--- src/rtl/alu_op_sequencer_if.sv ---
// Byte-stream input and result-output handshakes of the ALU operand sequencer.
// The master side is the producer/consumer; the slave side is the sequencer.
interface alu_op_sequencer_if #(
    parameter int WIDTH = 8
);
    logic [WIDTH-1:0] in_data;
    logic             in_valid;
    logic             in_ready;
    logic [WIDTH-1:0] res_data;
    logic             res_err;
    logic             res_valid;
    logic             res_ready;

    modport master (
        output in_data, in_valid, res_ready,
        input  in_ready, res_data, res_err, res_valid
    );

    modport slave (
        input  in_data, in_valid, res_ready,
        output in_ready, res_data, res_err, res_valid
    );
endinterface

--- src/rtl/alu_op_sequencer.sv ---
// Collects A, B and opcode bytes, issues one ALU operation, waits a fixed
// latency, then holds the captured result until the consumer takes it.
//
// state  | meaning
// GET_A  | waiting for operand A byte (idle)
// GET_B  | waiting for operand B byte
// GET_OP | waiting for opcode byte
// ISSUE  | alu_do asserted for this single cycle
// WAIT   | counting down the ALU latency
// HOLD   | result presented until res_valid/res_ready handshake
module alu_op_sequencer #(
    parameter int WIDTH   = 8,
    parameter int SEL_W   = 4,
    parameter int ALU_LAT = 1
) (
    input  logic               clk,
    input  logic               reset,
    alu_op_sequencer_if.slave  bus,
    output logic [WIDTH-1:0]   alu_a,
    output logic [WIDTH-1:0]   alu_b,
    output logic [SEL_W-1:0]   alu_sel,
    output logic               alu_do,
    input  logic [WIDTH-1:0]   alu_y,
    output logic               busy,
    output logic [7:0]         op_count
);

    typedef enum logic [2:0] {
        GET_A,
        GET_B,
        GET_OP,
        ISSUE,
        WAIT,
        HOLD
    } state_t;

    state_t     state;
    logic [3:0] lat_cnt;
    logic       in_xfer;

    assign in_xfer = bus.in_valid & bus.in_ready;

    always_ff @(posedge clk or posedge reset) begin
        if (reset) begin
            state         <= GET_A;
            lat_cnt       <= 4'd0;
            alu_a         <= '0;
            alu_b         <= '0;
            alu_sel       <= '0;
            alu_do        <= 1'b0;
            busy          <= 1'b0;
            op_count      <= 8'd0;
            bus.in_ready  <= 1'b0;
            bus.res_data  <= '0;
            bus.res_err   <= 1'b0;
            bus.res_valid <= 1'b0;
        end else begin
            alu_do <= 1'b0;
            case (state)
                GET_A: begin
                    bus.in_ready <= 1'b1;
                    if (in_xfer) begin
                        alu_a <= bus.in_data;
                        busy  <= 1'b1;
                        state <= GET_B;
                    end
                end
                GET_B: begin
                    bus.in_ready <= 1'b1;
                    if (in_xfer) begin
                        alu_b <= bus.in_data;
                        state <= GET_OP;
                    end
                end
                GET_OP: begin
                    bus.in_ready <= 1'b1;
                    if (in_xfer) begin
                        bus.in_ready <= 1'b0;
                        // Upper opcode bits set: reject without touching the ALU
                        if (|bus.in_data[WIDTH-1:SEL_W]) begin
                            bus.res_data  <= '0;
                            bus.res_err   <= 1'b1;
                            bus.res_valid <= 1'b1;
                            state         <= HOLD;
                        end else begin
                            alu_sel <= bus.in_data[SEL_W-1:0];
                            alu_do  <= 1'b1;
                            state   <= ISSUE;
                        end
                    end
                end
                ISSUE: begin
                    lat_cnt <= 4'(ALU_LAT);
                    state   <= WAIT;
                end
                WAIT: begin
                    if (lat_cnt == 4'd1) begin
                        lat_cnt       <= 4'd0;
                        bus.res_data  <= alu_y;
                        bus.res_err   <= 1'b0;
                        bus.res_valid <= 1'b1;
                        state         <= HOLD;
                    end else begin
                        lat_cnt <= lat_cnt - 4'd1;
                    end
                end
                HOLD: begin
                    if (bus.res_ready) begin
                        bus.res_valid <= 1'b0;
                        bus.in_ready  <= 1'b1;
                        busy          <= 1'b0;
                        op_count      <= op_count + 8'd1;
                        state         <= GET_A;
                    end
                end
                default: begin
                    state <= GET_A;
                end
            endcase
        end
    end

endmodule

--- src/flat_wrapper.sv ---
// flat-port wrapper written by rule: the top's interface ports become plain ports
module alu_op_sequencer_flat 
#(
    parameter int WIDTH   = 8,
    parameter int SEL_W   = 4,
    parameter int ALU_LAT = 1
)
  (clk, reset, alu_a, alu_b, alu_sel, alu_do, alu_y, busy, op_count, bus_in_data, bus_in_valid, bus_res_ready, bus_in_ready, bus_res_data, bus_res_err, bus_res_valid);
  alu_op_sequencer_if #(.WIDTH(WIDTH)) bus_i ();
  input  logic clk;
  input  logic reset;
  output logic [WIDTH-1:0] alu_a;
  output logic [WIDTH-1:0] alu_b;
  output logic [SEL_W-1:0] alu_sel;
  output logic alu_do;
  input  logic [WIDTH-1:0] alu_y;
  output logic busy;
  output logic [7:0] op_count;
  input wire logic [$bits(bus_i.in_data)-1:0] bus_in_data;
  input wire logic [$bits(bus_i.in_valid)-1:0] bus_in_valid;
  input wire logic [$bits(bus_i.res_ready)-1:0] bus_res_ready;
  output wire logic [$bits(bus_i.in_ready)-1:0] bus_in_ready;
  output wire logic [$bits(bus_i.res_data)-1:0] bus_res_data;
  output wire logic [$bits(bus_i.res_err)-1:0] bus_res_err;
  output wire logic [$bits(bus_i.res_valid)-1:0] bus_res_valid;
  assign bus_i.in_data = bus_in_data;
  assign bus_i.in_valid = bus_in_valid;
  assign bus_i.res_ready = bus_res_ready;
  assign bus_in_ready = bus_i.in_ready;
  assign bus_res_data = bus_i.res_data;
  assign bus_res_err = bus_i.res_err;
  assign bus_res_valid = bus_i.res_valid;
  alu_op_sequencer #(.WIDTH(WIDTH), .SEL_W(SEL_W), .ALU_LAT(ALU_LAT)) u_core (.clk(clk), .reset(reset), .bus(bus_i), .alu_a(alu_a), .alu_b(alu_b), .alu_sel(alu_sel), .alu_do(alu_do), .alu_y(alu_y), .busy(busy), .op_count(op_count));
endmodule
--- config.mk ---
export PLATFORM = sky130hd
export DESIGN_NAME = alu_op_sequencer_flat
export DESIGN_NICKNAME = d
export VERILOG_FILES = /design/src/rtl/alu_op_sequencer_if.sv /design/src/rtl/alu_op_sequencer.sv /design/src/flat_wrapper.sv
export SDC_FILE = /design/constraint.sdc
export NUM_CORES = 1
export LEC_CHECK = 0
export ABC_AREA = 1
export CORE_MARGIN = 1
export CORE_UTILIZATION = 52
export DETAILED_ROUTE_END_ITERATION = 12
export PLACE_DENSITY = 0.91
export SYNTH_ARGS = -nofsm -noshare
export SYNTH_HDL_FRONTEND = slang
export SYNTH_SLANG_ARGS = --single-unit
export TNS_END_PERCENT = 50
--- constraint.sdc ---
create_clock -name clk -period 3 [get_ports clk]
set_input_delay 0.6 -clock clk [delete_from_list [all_inputs] [get_ports clk]]
set_output_delay 0.6 -clock clk [all_outputs]
set_load 0.03 [all_outputs]
Figure 1. Metal layers overlaid.
(6 px per µm) Only two layers are drawn.
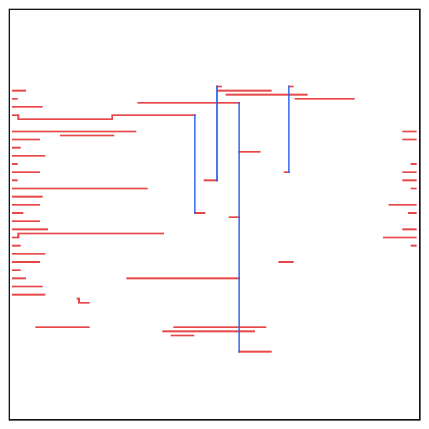
layer	color	wire length
M3	red	332 µm
M4	blue	87.7 µm

Figure 2. Placed standard cells.
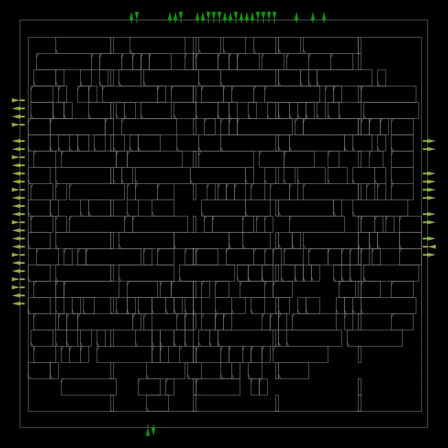
final core utilization: 72.9%
Seq/total area: 40.0%
site row count: 23
flop count: 48

==> metrics.cfg <==
[outcome]
status=finished, final reports clean

[logic_synthesis]
fa_ha_area_share_pct=1.65
yosys.area.top_type_share_pct=52.7
yosys_warnings=0
floorplan.nets=275

[placed_design]
port_buffers=60
place_congestion=0.907

[worst_setup_path]
timing.rr.end=u_core.bus.res_data[3]
path_buffers=1

[worst_hold_path]
whs_path_depth=2

[global_route]
grt.total_usage_pct=23.9
use_met1_pct=26.6

[layout]
fillers=311
drive_above_1_share_pct=11.9
fin_cells=368

[clock_network]
clk_path_buf_depth=2
cts_hold_buf=0
cts_tree=yes
numCtsBuffers=5

[floorplan]
die_h_um=68.2
io_pins=61

[timing]
hold_violations=0
finalSetupViolations=0

[drt]
firstDrtPassIters=4

